`src/rtl/pc_stack_unit.sv`:
```
// Program counter with increment, absolute jump, relative branch and a
// bounded LIFO return stack for call/return; illegal stack use sets a sticky flag.
module pc_stack_unit #(
    parameter int               WIDTH        = 4,
    parameter int               DEPTH        = 4,
    parameter logic [WIDTH-1:0] RESET_VECTOR = '0
) (
    input  logic             MainClock,
    input  logic             ClearCounter,
    input  logic             EnableCount,
    input  logic             LoadPC,
    input  logic             BranchRel,
    input  logic             Call,
    input  logic             Ret,
    input  logic [WIDTH-1:0] LoadValue,
    input  logic [WIDTH-1:0] Offset,
    output logic [WIDTH-1:0] PC,
    output logic             Wrap,
    output logic             StackEmpty,
    output logic             StackFull,
    output logic             StackErr
);

    localparam int            DW        = $clog2(DEPTH + 1);
    localparam int            SLOTS     = 1 << DW;
    localparam logic [DW-1:0] DEPTH_MAX = DW'(DEPTH);
    localparam logic [DW-1:0] ONE       = DW'(1);

    // Sized to the full depth-counter range so the counter indexes it directly;
    // slots at or above DEPTH are never written.
    logic [WIDTH-1:0] stack_mem [SLOTS];

    logic [DW-1:0]    depth;
    logic [DW-1:0]    depth_nxt;
    logic [WIDTH-1:0] pc_nxt;
    logic [WIDTH-1:0] push_data;
    logic             push_en;
    logic             wrap_nxt;
    logic             err_nxt;
    logic [WIDTH:0]   inc_sum;
    logic [WIDTH:0]   br_sum;

    assign inc_sum = {1'b0, PC} + {{WIDTH{1'b0}}, 1'b1};
    // Sign-extending Offset one bit makes bit WIDTH a carry for positive
    // offsets and a borrow for negative ones.
    assign br_sum  = {1'b0, PC} + {Offset[WIDTH-1], Offset};

    assign StackEmpty = (depth == '0);
    assign StackFull  = (depth == DEPTH_MAX);

    always_comb begin
        pc_nxt    = PC;
        depth_nxt = depth;
        wrap_nxt  = 1'b0;
        err_nxt   = StackErr;
        push_en   = 1'b0;
        push_data = inc_sum[WIDTH-1:0];
        if (EnableCount) begin
            if (Ret) begin
                if (!StackEmpty) begin
                    pc_nxt    = stack_mem[depth - ONE];
                    depth_nxt = depth - ONE;
                end else begin
                    err_nxt = 1'b1;
                end
            end else if (Call) begin
                if (!StackFull) begin
                    push_en   = 1'b1;
                    pc_nxt    = LoadValue;
                    depth_nxt = depth + ONE;
                end else begin
                    err_nxt = 1'b1;
                end
            end else if (LoadPC) begin
                pc_nxt = LoadValue;
            end else if (BranchRel) begin
                pc_nxt   = br_sum[WIDTH-1:0];
                wrap_nxt = br_sum[WIDTH];
            end else begin
                pc_nxt   = inc_sum[WIDTH-1:0];
                wrap_nxt = inc_sum[WIDTH];
            end
        end
    end

    always_ff @(posedge MainClock or negedge ClearCounter) begin
        if (!ClearCounter) begin
            PC       <= RESET_VECTOR;
            depth    <= '0;
            Wrap     <= 1'b0;
            StackErr <= 1'b0;
        end else begin
            PC       <= pc_nxt;
            depth    <= depth_nxt;
            Wrap     <= wrap_nxt;
            StackErr <= err_nxt;
        end
    end

    // Stack storage needs no reset: depth=0 makes every entry unreachable.
    always_ff @(posedge MainClock) begin
        if (push_en && ClearCounter) begin
            stack_mem[depth] <= push_data;
        end
    end

endmodule

```
`config.mk`:
```
export PLATFORM = sky130hd
export DESIGN_NAME = pc_stack_unit
export DESIGN_NICKNAME = d
export VERILOG_FILES = /design/src/rtl/pc_stack_unit.sv
export SDC_FILE = /design/constraint.sdc
export NUM_CORES = 1
export LEC_CHECK = 0
export ABC_AREA = 1
export CELL_PAD_IN_SITES_DETAIL_PLACEMENT = 1
export CELL_PAD_IN_SITES_GLOBAL_PLACEMENT = 1
export CORE_ASPECT_RATIO = 0.7
export CORE_MARGIN = 2
export CORE_UTILIZATION = 44
export DETAILED_ROUTE_END_ITERATION = 16
export GPL_TIMING_DRIVEN = 1
export PLACE_DENSITY_LB_ADDON = 0.1
export SYNTH_ARGS = -nofsm -noshare
export SYNTH_HDL_FRONTEND = slang
export SYNTH_SLANG_ARGS = --single-unit
```
`constraint.sdc`:
```
create_clock -name MainClock -period 3 [get_ports MainClock]
set_input_delay 0.3 -clock MainClock [delete_from_list [all_inputs] [get_ports MainClock]]
set_output_delay 0.3 -clock MainClock [all_outputs]
set_load 0.05 [all_outputs]
```
==> flow_metrics.tcl, run 1 <==
# implementation run metrics
set metrics [dict create \
    crit_slowest_cell "clkdlybuf4s50_1" \
    sh_seq_area 0.454 \
    setup_tns_ns 0 \
    reg2reg_depth 7 \
    cts_setup_buffers 0 \
    ir_drop_uv 399 \
    max_stage_delay_ns 0.79 \
    n_sequential_cell 41 \
    syn_avg_cell_area_um2 9.79 \
    path_common_cell "inv_1" \
    h-tree-depth 2 \
    design.core.area_um2 4810 \
    hp-class "in2async" \
    cp-end-kind "output pin" \
    fin_util 0.543 \
    aoi_share 0.107 \
    clock_skew_ns 0.00659 \
    routed_via_density 5.15 \
    drc 0 \
    pg_seq_mw 0.893 \
    mi_logic_area_um2 881 \
    finalSetupViolations 0 \
    stdcell_count 322 \
    inv_count 22 \
    r2r-end "stack_mem[7][3]" \
    status "finished clean" \
    synth_seq_share 0.539 \
    area_growth_pct 18.6 \
    slew_viol_final 0 \
    vias 1659 \
    worst_slew_pin_slew_ns 0.599 \
    ys_sh_simple 0.215 \
    ys_cells 225 \
    met3_usage 0.0629 \
    cts_buffers 5 \
    placed_area_um2 2490 \
    layout.nets 276 \
    flop_cell "edfxtp_1" \
    p_int_mw 1.52 \
    comb_cells 156 \
    yosysChipArea_um2 2200 \
    nClkBuffers 7 \
    max-cap-violations 0 \
    gr-total-overflow 0 \
    synth-edff-count 32 \
    p_sw_frac 0.453 \
    synth_cell_type_count 35 \
    antenna_left 0 \
    arrival_ns 2.13 \
    path_cells "inv_1 > ha_1 > nand2_2 > inv_1 > clkdlybuf4s50_1" \
    critPathKind "reg2out" \
    synth_top_cell_by_count "nand2_1" \
    synth-adder-area-share 0.0545 \
    crit_end "StackFull" \
    worst-path-stages 5 \
    synth-xor-area-share 0.0233 \
    numSynthFlops 41 \
    net-switching-power_mw 1.26 \
    synth_warnings 0 \
    nFillCells 551 \
    clkLatencyLatePin_ns 0.29 \
    drtIter0Drc 119 \
    dp_cells 314 \
    grt_util_met1 0.336 \
    p_comb_frac 0.516 \
    netlist_instances 225 \
    drtPass1Iterations 4 \
    nWellTaps 69 \
    sh_comb_area 0.337 \
    power_frac_clock 0.163 \
    gp_congestion 0.806 \
    mux_share 0 \
    dp_slack_ns 0.591 \
    p_per_area_nw_per_um2 1060 \
    antenna_cells 0 \
    initCoreUtil 0.458 \
    top_layer "met4" \
    grt_pass1_wl_mm 9.23 \
    cts_root_buf "clkbuf_8" \
    worst-endpoint-required_ns 2.70 \
    reg_top3 "stack_mem: 32 flops, PC: 4 flops, depth: 3 flops" \
    post-route-period-util 0.810 \
    r2r_start "depth[1]" \
    wl_mm 5.52 \
    mostFrequentLayoutCell "nand2_1" \
    die_w_um 88.6 \
    fin_area_um2 2610 \
    top_area_frac 0.436 \
    cp-startpoint "depth[1]" \
    clock_power_mw 0.453 \
    rows 21 \
    final_layout_top_logic_cells "46 x nand2_1, 32 x edfxtp_1, 29 x nor2_1" \
    synthArstFlopShare 0.220 \
    antenna_found_initial 0 \
    dr_wl_met2_mm 2.46 \
    holdBufCountCts 0 \
    largest-register "stack_mem" \
    top_power_group "combinational cells" \
    hold_ws_ns 0.287 \
    path_buffers 3 \
    comb-power_mw 1.44 \
    wl_met1_mm 2.80 \
    critical_path.top_delay_family "buffers and inverters" \
    clock_sink_count 41 \
    io_buffers 22 \
    fp_nets 249 \
    num_io_pins 23 \
    dieHeight_um 63.2 \
    dominant-cell-class "flip-flops and latches" \
    bufAreaShareNonClock 0.0958 \
    cts_tree "yes" \
    fmaxAchievable_mhz 412 \
    seq_area_um2 1190 \
    grt_pass1_vias 1782 \
    synthesis.area_um2 2200 \
    hold_violations 0 \
    dieArea_um2 5600 \
    share_seq_of_total_power 0.321 \
    power_mw 2.78 \
    critPathLaunchType "register" \
    clk_share 0.0474 \
    path_clk_slew_ns 0.08 \
    grt_max_degree 20 \
    dp_hpwl_mm 4.14 \
    grt-busiest-layer "met1" \
    cp_max_fo 7 \
    ys_top_logic_family "simple AND/OR/NAND/NOR gates" \
    slew_headroom 0.597 \
    buffers 26 \
    tool_warnings 28 \
    top_cells_by_area "edfxtp_1 44%, dfrtp_1 10%, nand2_1 7.8%" \
    drive_gt1_frac 0.119 \
    grt_use_total 0.224 \
]
run_1/pins.png
Pins as bars across the die edge, other pins in gray.
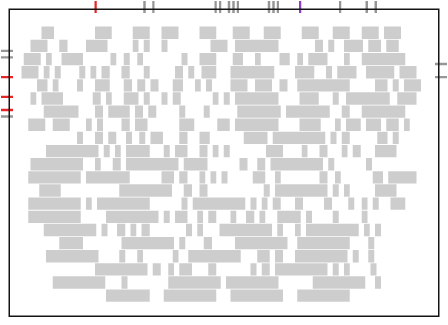
color	port	pins	direction	edge
red	Offset	4	input	3 west, 1 north
purple	Call	1	input	north
all pins by edge	15 north, 6 west, 2 east

run_1/registers.png
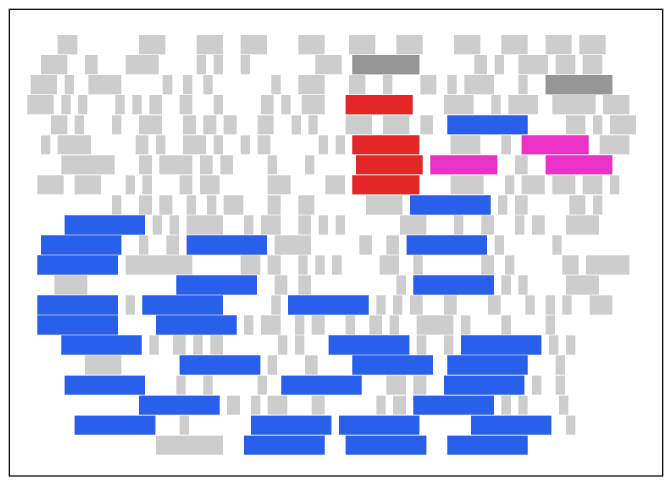
color	name in the netlist	placed flops
red	PC	4
blue	stack_mem	32
magenta	depth	3

run_1/metal_stack.png
The bar under the picture is 20 µm long.
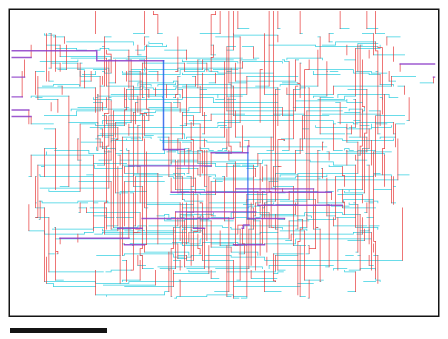
color	layer	wire length
cyan	met1	2,800 µm
red	met2	2,460 µm
blue	met4	32.0 µm
purple	met3	231 µm

run_1/clock_map.png
The bar under the picture is 20 µm long.
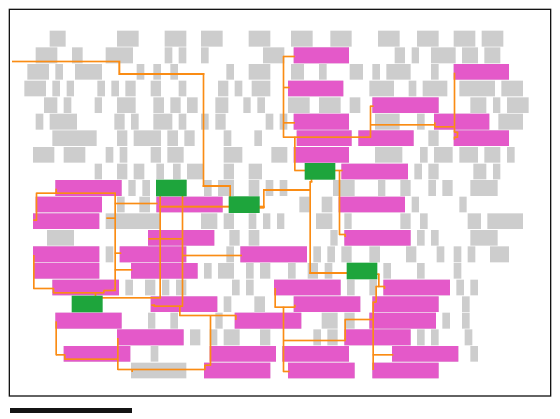
[green] cells driving clock nets | count: 5
[orange] clock wires | length: 461 µm
[magenta] flip-flops | count: 41
flops lie	spread over the die
routed clock nets	6

run_1/final_congestion.png
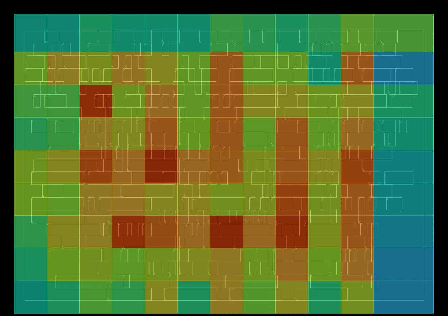

==> run 1 -> run 2 <==
==> constraint.sdc (replaced) <==
create_clock -name MainClock -period 2.44 [get_ports MainClock]
set_input_delay 0.244 -clock MainClock [delete_from_list [all_inputs] [get_ports MainClock]]
set_output_delay 0.244 -clock MainClock [all_outputs]
set_load 0.05 [all_outputs]
run_2/final_congestion.png
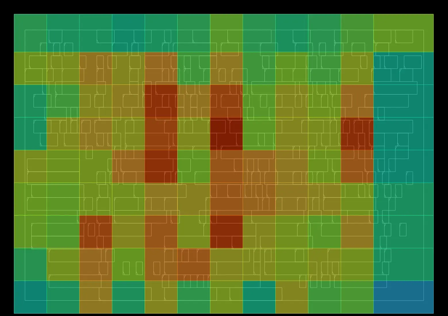
gr busiest metal: met1
All-Layer GR Usage: 0.228
Final Core Density: 0.549

==> flow_metrics.tcl, run 2 <==
# implementation run metrics
set metrics [dict create \
    placed_area_um2 2530 \
    status "finished clean" \
    clock_sink_count 41 \
    p_comb_frac 0.521 \
    vias 1729 \
    mostFrequentLayoutCell "nand2_1" \
    inv_count 22 \
    grt_util_met1 0.364 \
    path_clk_slew_ns 0.09 \
    synth_warnings 0 \
    comb-power_mw 1.80 \
    drc 0 \
    cts_setup_buffers 0 \
    crit_end "stack_mem[2][2]" \
    mux_share 0 \
    netlist_instances 225 \
    hold_violations 0 \
    ys_cells 225 \
    p_per_area_nw_per_um2 1310 \
    cp_max_fo 7 \
    buffers 32 \
    gp_congestion 0.838 \
    net-switching-power_mw 1.59 \
    dieHeight_um 63.2 \
    io_buffers 22 \
    clock_power_mw 0.558 \
    power_mw 3.45 \
    top_cells_by_area "edfxtp_1 44%, dfrtp_1 10%, nand2_1 7.8%" \
    holdBufCountCts 0 \
    numSynthFlops 41 \
    ir_drop_uv 468 \
    cts_root_buf "clkbuf_8" \
    syn_avg_cell_area_um2 9.79 \
    power_frac_clock 0.161 \
    p_int_mw 1.87 \
    r2r_start "depth[1]" \
    worst-path-stages 7 \
    top_area_frac 0.436 \
    met3_usage 0.0433 \
    die_w_um 88.6 \
    sh_comb_area 0.333 \
    synthesis.area_um2 2200 \
    fmaxAchievable_mhz 476 \
    wl_mm 5.67 \
    drtPass1Iterations 4 \
    clk_share 0.0426 \
    synth_cell_type_count 35 \
    cts_buffers 5 \
    clkLatencyLatePin_ns 0.30 \
    arrival_ns 2.06 \
    reg_top3 "stack_mem: 32 flops, PC: 4 flops, depth: 3 flops" \
    comb_cells 156 \
    drtIter0Drc 108 \
    h-tree-depth 2 \
    num_io_pins 23 \
    dp_slack_ns 0.329 \
    largest-register "stack_mem" \
    grt_max_degree 20 \
    nClkBuffers 5 \
    mi_logic_area_um2 881 \
    grt_pass1_wl_mm 9.52 \
    path_buffers 1 \
    worst-endpoint-required_ns 2.40 \
    dieArea_um2 5600 \
    dp_hpwl_mm 4.24 \
    rows 21 \
    hold_ws_ns 0.268 \
    wl_met1_mm 2.90 \
    clock_skew_ns 0.0159 \
    nFillCells 566 \
    initCoreUtil 0.458 \
    top_power_group "combinational cells" \
    yosysChipArea_um2 2200 \
    routed_via_density 5.27 \
    synth-xor-area-share 0.0233 \
    ys_sh_simple 0.215 \
    synth_top_cell_by_count "nand2_1" \
    aoi_share 0.107 \
    setup_tns_ns 0 \
    top_layer "met4" \
    wl_met3_um 262 \
    slew_headroom 0.655 \
    path_cells "inv_1 > ha_1 > nand2_2 > nand3_1 > nor3_1 > nand2_1 > nor2_1" \
    dominant-cell-class "flip-flops and latches" \
    fin_area_um2 2640 \
    critPathLaunchType "register" \
    final_layout_top_logic_cells "46 x nand2_1, 32 x edfxtp_1, 29 x nor2_1" \
    ys_top_logic_family "simple AND/OR/NAND/NOR gates" \
    cp-end-kind "register" \
    cts_tree "yes" \
    synth_seq_share 0.539 \
    area_growth_pct 19.9 \
    hp-class "in2async" \
    worst_slew_pin_slew_ns 0.515 \
    nWellTaps 69 \
    synth-edff-count 32 \
    gr-total-overflow 0 \
    p_sw_frac 0.459 \
    max-cap-violations 0 \
    reg2reg_depth 7 \
    pg_seq_mw 1.10 \
    slew_viol_final 0 \
    finalSetupViolations 0 \
    flop_cell "edfxtp_1" \
    critPathKind "reg2reg" \
    bufAreaShareNonClock 0.110 \
    synthArstFlopShare 0.220 \
    design.core.area_um2 4810 \
    max_stage_delay_ns 0.39 \
    tool_warnings 28 \
    drive_gt1_frac 0.147 \
    antenna_found_initial 0 \
    share_seq_of_total_power 0.317 \
]
